===== src/rtl/alu_seq_pkg.sv =====
// alu_seq_pkg: shared types and constants for the ALU command sequencer.
// Op codes are carried through the sequencer untouched; the enum only
// documents the encoding understood by the downstream ALU.
package alu_seq_pkg;

    localparam int unsigned ALU_SEQ_DATA_W = 8;
    localparam int unsigned ALU_OP_W       = 3;

    typedef enum logic [2:0] {
        OP_ADD   = 3'b000,
        OP_SUB   = 3'b001,
        OP_AND   = 3'b010,
        OP_OR    = 3'b011,
        OP_XOR   = 3'b100,
        OP_NOT   = 3'b101,
        OP_CMP   = 3'b110,
        OP_SHIFT = 3'b111
    } alu_op_e;

    typedef enum logic [1:0] {
        ST_IDLE = 2'b00,
        ST_EXEC = 2'b01,
        ST_OUT  = 2'b10
    } seq_state_e;

    // Width of one queued command: operand A, operand B and op code.
    function automatic int unsigned cmd_width(input int unsigned data_w);
        return 2 * data_w + ALU_OP_W;
    endfunction

endpackage


===== src/rtl/alu_cmd_fifo.sv =====
// alu_cmd_fifo: synchronous command FIFO, power-of-two depth.
// Pushes while full are dropped without touching any state; pops while
// empty are ignored. Full/empty come straight from the registered count.
module alu_cmd_fifo
    import alu_seq_pkg::*;
#(
    parameter int unsigned WIDTH = cmd_width(ALU_SEQ_DATA_W),
    parameter int unsigned DEPTH = 4
) (
    input  logic             clk,
    input  logic             rst_n,
    input  logic             i_push,
    input  logic [WIDTH-1:0] i_data,
    input  logic             i_pop,
    output logic [WIDTH-1:0] o_data,
    output logic             o_full,
    output logic             o_empty
);

    localparam int unsigned PTR_W = (DEPTH > 1) ? $clog2(DEPTH) : 1;
    localparam int unsigned CNT_W = $clog2(DEPTH + 1);
    localparam logic [CNT_W-1:0] FULL_CNT = CNT_W'(DEPTH);

    logic [WIDTH-1:0] r_mem [DEPTH];
    logic [PTR_W-1:0] r_wr_ptr;
    logic [PTR_W-1:0] r_rd_ptr;
    logic [CNT_W-1:0] r_count;
    logic             w_push;
    logic             w_pop;

    assign o_full  = (r_count == FULL_CNT);
    assign o_empty = (r_count == '0);
    assign w_push  = i_push && !o_full;
    assign w_pop   = i_pop && !o_empty;
    assign o_data  = r_mem[r_rd_ptr];

    // Storage array; contents are don't-care until written, so no reset.
    always_ff @(posedge clk) begin
        if (w_push) begin
            r_mem[r_wr_ptr] <= i_data;
        end
    end

    // Pointers wrap naturally at DEPTH; count tracks occupancy.
    always_ff @(posedge clk or negedge rst_n) begin
        if (!rst_n) begin
            r_wr_ptr <= '0;
            r_rd_ptr <= '0;
            r_count  <= '0;
        end else begin
            if (w_push) begin
                r_wr_ptr <= r_wr_ptr + PTR_W'(1);
            end
            if (w_pop) begin
                r_rd_ptr <= r_rd_ptr + PTR_W'(1);
            end
            case ({w_push, w_pop})
                2'b10:   r_count <= r_count + CNT_W'(1);
                2'b01:   r_count <= r_count - CNT_W'(1);
                default: r_count <= r_count;
            endcase
        end
    end

endmodule


===== src/rtl/alu_cmd_sequencer.sv =====
// alu_cmd_sequencer: queues ALU commands, feeds them one at a time to a
// downstream combinational ALU through registered operands, and presents
// each captured result on a valid/ready output port.
// Optional feature macro: ALU_SEQ_STATS_EN adds saturating hand-off
// counters stat_cmds and stat_zeros.
module alu_cmd_sequencer
    import alu_seq_pkg::*;
#(
    parameter int unsigned DATA_W = ALU_SEQ_DATA_W,
    parameter int unsigned DEPTH  = 4
) (
    input  logic              clk,
    input  logic              rst_n,
    input  logic              in_valid,
    output logic              in_ready,
    input  logic [DATA_W-1:0] in_a,
    input  logic [DATA_W-1:0] in_b,
    input  logic [2:0]        in_op,
    output logic [DATA_W-1:0] alu_a,
    output logic [DATA_W-1:0] alu_b,
    output logic [2:0]        alu_op,
    input  logic [DATA_W-1:0] alu_result,
    input  logic              alu_zero,
    output logic              out_valid,
    input  logic              out_ready,
    output logic [DATA_W-1:0] out_result,
    output logic              out_zero,
    output logic [2:0]        out_op
`ifdef ALU_SEQ_STATS_EN
    ,
    output logic [15:0]       stat_cmds,
    output logic [15:0]       stat_zeros
`endif
);

    localparam int unsigned CMD_W = cmd_width(DATA_W);

    typedef struct packed {
        logic [DATA_W-1:0] a;
        logic [DATA_W-1:0] b;
        logic [2:0]        op;
    } cmd_t;

    seq_state_e        r_state;
    seq_state_e        w_state_nxt;
    logic              w_pop;
    logic              w_capture;
    logic              w_handoff;

    cmd_t              w_fifo_wdata;
    cmd_t              w_head;
    logic              w_fifo_full;
    logic              w_fifo_empty;

    logic [DATA_W-1:0] r_alu_a;
    logic [DATA_W-1:0] r_alu_b;
    logic [2:0]        r_alu_op;
    logic              r_out_valid;
    logic [DATA_W-1:0] r_out_result;
    logic              r_out_zero;
    logic [2:0]        r_out_op;

    assign w_fifo_wdata = '{a: in_a, b: in_b, op: in_op};

    alu_cmd_fifo #(
        .WIDTH (CMD_W),
        .DEPTH (DEPTH)
    ) u_fifo (
        .clk     (clk),
        .rst_n   (rst_n),
        .i_push  (in_valid),
        .i_data  (w_fifo_wdata),
        .i_pop   (w_pop),
        .o_data  (w_head),
        .o_full  (w_fifo_full),
        .o_empty (w_fifo_empty)
    );

    assign in_ready   = !w_fifo_full;
    assign alu_a      = r_alu_a;
    assign alu_b      = r_alu_b;
    assign alu_op     = r_alu_op;
    assign out_valid  = r_out_valid;
    assign out_result = r_out_result;
    assign out_zero   = r_out_zero;
    assign out_op     = r_out_op;

    // FSM state register.
    always_ff @(posedge clk or negedge rst_n) begin
        if (!rst_n) begin
            r_state <= ST_IDLE;
        end else begin
            r_state <= w_state_nxt;
        end
    end

    // Next-state and per-cycle strobes: pop, capture, output hand-off.
    always_comb begin
        w_state_nxt = r_state;
        w_pop       = 1'b0;
        w_capture   = 1'b0;
        w_handoff   = 1'b0;
        unique case (r_state)
            ST_IDLE: begin
                if (!w_fifo_empty) begin
                    w_pop       = 1'b1;
                    w_state_nxt = ST_EXEC;
                end
            end
            ST_EXEC: begin
                w_capture   = 1'b1;
                w_state_nxt = ST_OUT;
            end
            ST_OUT: begin
                if (out_ready) begin
                    w_handoff = 1'b1;
                    if (!w_fifo_empty) begin
                        w_pop       = 1'b1;
                        w_state_nxt = ST_EXEC;
                    end else begin
                        w_state_nxt = ST_IDLE;
                    end
                end
            end
            default: w_state_nxt = ST_IDLE;
        endcase
    end

    // ALU operand registers load only when a command leaves the FIFO.
    always_ff @(posedge clk or negedge rst_n) begin
        if (!rst_n) begin
            r_alu_a  <= '0;
            r_alu_b  <= '0;
            r_alu_op <= '0;
        end else if (w_pop) begin
            r_alu_a  <= w_head.a;
            r_alu_b  <= w_head.b;
            r_alu_op <= w_head.op;
        end
    end

    // Result capture in EXEC; valid drops on the consumer hand-off.
    always_ff @(posedge clk or negedge rst_n) begin
        if (!rst_n) begin
            r_out_valid  <= 1'b0;
            r_out_result <= '0;
            r_out_zero   <= 1'b0;
            r_out_op     <= '0;
        end else if (w_capture) begin
            r_out_valid  <= 1'b1;
            r_out_result <= alu_result;
            r_out_zero   <= alu_zero;
            r_out_op     <= r_alu_op;
        end else if (w_handoff) begin
            r_out_valid  <= 1'b0;
        end
    end

`ifdef ALU_SEQ_STATS_EN
    logic [15:0] r_stat_cmds;
    logic [15:0] r_stat_zeros;

    assign stat_cmds  = r_stat_cmds;
    assign stat_zeros = r_stat_zeros;

    // Saturating counters of handed-off results and zero-flagged results.
    always_ff @(posedge clk or negedge rst_n) begin
        if (!rst_n) begin
            r_stat_cmds  <= '0;
            r_stat_zeros <= '0;
        end else if (w_handoff) begin
            if (r_stat_cmds != '1) begin
                r_stat_cmds <= r_stat_cmds + 16'd1;
            end
            if (r_out_zero && (r_stat_zeros != '1)) begin
                r_stat_zeros <= r_stat_zeros + 16'd1;
            end
        end
    end
`endif

endmodule


===== config.mk =====
export PLATFORM = sky130hd
export DESIGN_NAME = alu_cmd_sequencer
export DESIGN_NICKNAME = d
export VERILOG_FILES = /design/src/rtl/alu_seq_pkg.sv /design/src/rtl/alu_cmd_fifo.sv /design/src/rtl/alu_cmd_sequencer.sv
export SDC_FILE = /design/constraint.sdc
export NUM_CORES = 1
export LEC_CHECK = 0
export ABC_AREA = 1
export CAP_MARGIN = 10
export CELL_PAD_IN_SITES_DETAIL_PLACEMENT = 0
export CELL_PAD_IN_SITES_GLOBAL_PLACEMENT = 1
export CORE_MARGIN = 3
export CORE_UTILIZATION = 40
export CTS_BUF_LIST = sky130_fd_sc_hd__clkbuf_4
export CTS_CLUSTER_DIAMETER = 60
export DETAILED_ROUTE_END_ITERATION = 10
export PLACE_DENSITY_LB_ADDON = 0.1
export SYNTH_ARGS = -nofsm -noshare
export SYNTH_HDL_FRONTEND = slang
export SYNTH_SLANG_ARGS = --single-unit

===== constraint.sdc =====
create_clock -name clk -period 1.7 [get_ports clk]
set_input_delay 0.17 -clock clk [delete_from_list [all_inputs] [get_ports clk]]
set_output_delay 0.17 -clock clk [all_outputs]
set_load 0.01 [all_outputs]

Figure 1. Cell classes on the final placement.
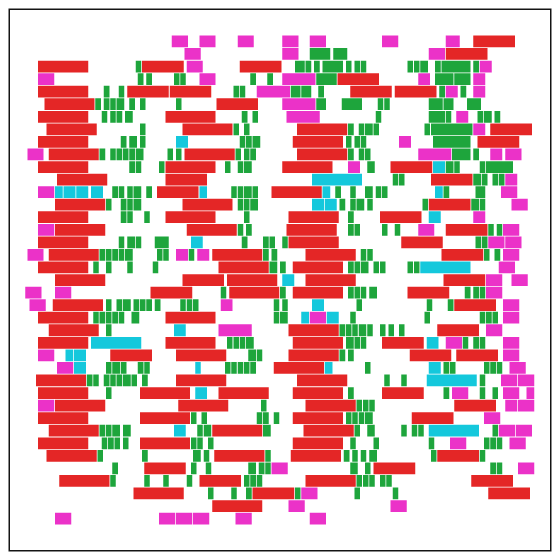
legend:
  cyan:
    class: clock drivers and dummy loads
    cells: 32
  green:
    class: combinational and other logic
    cells: 362
  red:
    class: flops
    cells: 117
  magenta:
    class: other buffers and delay cells
    cells: 87

Figure 2. Routed metal per tile.
Scale bar: 20 um. The die is cut into 23 by 23 equal tiles; dark blue is low, red is high, scaled to the fullest tile. Values are wire area over tile area, all layers added.
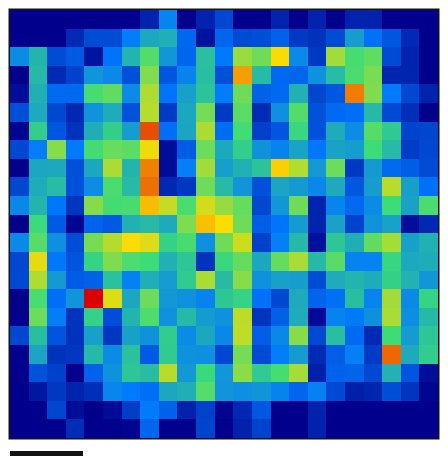
nearly empty tiles: 12%
tiles over half the peak: 18%
fullest tile: 0.37
densest ninth of the die: middle

Figure 3. Wiring by layer.
Scale bar: 20 um.
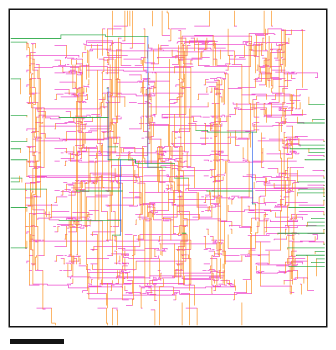
legend:
  orange:
    layer: metal 2
    wire_length: 4,680 um
  green:
    layer: metal 3
    wire_length: 442 um
  blue:
    layer: metal 4
    wire_length: 129 um
  magenta:
    layer: metal 1
    wire_length: 4,270 um

==> results.ini <==
[die]
pin_count = 65
die_area_um2 = 13680
chipWidth_um = 117.0
coreArea_um2 = 11710
die_h_um = 117.0
num_rows = 39

[sta]
rsz0062_at_grt = yes
fin_skew_ns = 0.02364
period_minus_slack_ns = 1.660
setup_viol = 0
slew_violations = 0
max_slew_margin = 0.6317

[finish]
area.growth.synth_to_final_pct = 27.48
fillers = 1097
diodes = 0

[worst_setup_path]
crit_fanout = 4
crit_arrival_ns = 2.05
crit_type = register to register
required_ns = 2.09
path_cells = inv_2, o21ai_4, nor2_4, ha_4, inv_2, fa_2, nand2_2, nand3_2, xor2_1
slowest_stage = dfrtp_1
cpPeakStageDelay_ns = 0.43
crit_top_cell = inv_2
startpoint_type = register

[route]
met1Wirelength_um = 4270
top_layer_used = met4
routed-via-count = 3255
antenna_left = 0
drc = 0
drt-initial-drc-count = 108

[run]
cap_violations = 0
warning_count = 31

[yosys]
synth_flops = 117
synthArstFlopShare = 0.3504
synth_area_leader_cell = edfxtp_1
yosys-stat-cells = 497
yosysWarnings = 0
top_area_frac = 0.4633
syn-cell-area_um2 = 4926
ff_type = edfxtp_1
synthTopCellsByCount = nand2_1, inv_1, edfxtp_1
top_cell = nand2_1
synth-edff-count = 76

[clock_tree]
clkSinkCount = 117
cts_hold_buf = 1
cts.root.buffer_cell = clkbuf_4
clock_path_buffers = 2

[pwr]
pwr-share-comb = 0.414
power_switching_mw = 3.928
p_per_area_nw_per_um2 = 1785
ir_drop_uv = 795.9
p_clk_frac = 0.204

[place]
place_congestion = 0.7187

[hold_path]
hp-class = input pin to register

[grt]
grt_usage = 0.1500
grt_max_degree = 42

[status]
outcome = completed

==> flip-flops by register name, summed over array words and instances (netlist names) <==
| register | count |
|---|---|
| alu_a | 8 |
| out_op | 3 |
| out_result | 8 |
| alu_b | 8 |
| out_zero | 1 |
| out_valid | 1 |
| alu_op | 3 |
| u_fifo.r_wr_ptr | 2 |
| u_fifo.r_count | 3 |
| r_state | 2 |
| u_fifo.r_mem | 76 |
| u_fifo.r_rd_ptr | 2 |
==> power groups by stage <==
stage               clock, mW  combinational, mW  sequential [mW]
floorplan                   0               2.53             4.49
global placement            0               4.47             4.33
detailed placement          0               4.52             4.36
CTS                      2.36               4.56             4.30
global route             2.51               5.26             4.38
finish                   2.29               4.64             4.28
==> placed cells by master (no fill, tap or decap), types with 2 or more instances in the layout <==
master / netlist / final
buf_4: 2 / 16
clkbuf_4: 0 / 19
inv_1: 86 / 85
ha_1: 5 / 4
buf_12: 0 / 6
edfxtp_1: 76 / 76
bufinv_16: 0 / 5
nand3_2: 0 / 2
nor2_2: 1 / 5
clkinv_2: 0 / 7
nand3_1: 44 / 41
inv_2: 9 / 10
nand2_1: 202 / 200
clkdlybuf4s50_1: 0 / 62
nor2_1: 6 / 2
dfrtp_1: 41 / 41
xor2_1: 3 / 3
==> stage by stage <==
stage	TNS, ns	instance area (um^2)
floorplan	-13.10	4945
global placement	-0.2161	5862
detailed placement	-0.2934	5862
CTS	0	6210
global route	-0.06226	6280
finish	0	6280
==> cell families after synthesis <==
family	after synthesis	synth area share
AND-OR/OR-AND	3	0.003810
XOR/XNOR	4	0.007113
adder cells (fa/ha/maj)	6	0.01676
buffers and inverters	113	0.09398
flip-flops	117	0.6716
AND/OR/NAND/NOR	254	0.2068
==> cell type report <==
cell class,instances,area (um^2),share of cell area
well taps,143,178.9,0.02849
clock buffers,19,142.6,0.02271
multi-input cells,267,1220,0.1943
clock inverters,13,188.9,0.03009
repair buffers,87,884.6,0.1409
inverters,95,356.6,0.05678
flip-flops and latches,117,3308,0.5268
==> routing by layer <==
| layer | global-route usage | up-vias |
|---|---|---|
| met5 | 0 | - |
| met2 | 0.2609 | 60 |
| met1 | 0.1765 | 1479 |
| met4 | 0.05963 | 0 |
| li1 | - | 1704 |
| met3 | 0.04113 | 12 |
==> worst paths after layout <==
path / start / to / slack, ns / cells after the start
min in group asynchronous: rst_n / alu_b[0]$_DFFE_PN0N_ / 0.27 / 3
max reg2reg: r_state[1]$_DFFE_PN0P_ / u_fifo.r_count[2]$_DFFE_PN0P_ / 0.04 / 9
min reg2reg: out_result[2]$_DFFE_PN0P_ / out_result[2]$_DFFE_PN0P_ / 0.48 / 2
min: alu_result[1] / out_result[1]$_DFFE_PN0P_ / 0.24 / 3
max: r_state[1]$_DFFE_PN0P_ / u_fifo.r_count[2]$_DFFE_PN0P_ / 0.04 / 9
max in group asynchronous: rst_n / alu_a[4]$_DFFE_PN0N_ / 1.03 / 3
==> worst max-delay path, delay by kind of cell, from the launching register on <==
family | cells | cell delay [ns]
adders and majority gates | 2 | 0.51
DFF | 1 | 0.43
AOI/OAI and AO/OA | 1 | 0.06
and+or+nand+nor | 3 | 0.27
xor gates and xnor gates | 1 | 0.16
buffers and inverters | 2 | 0.12
Power figures rest on the tool's default switching activity, not on a simulated workload.
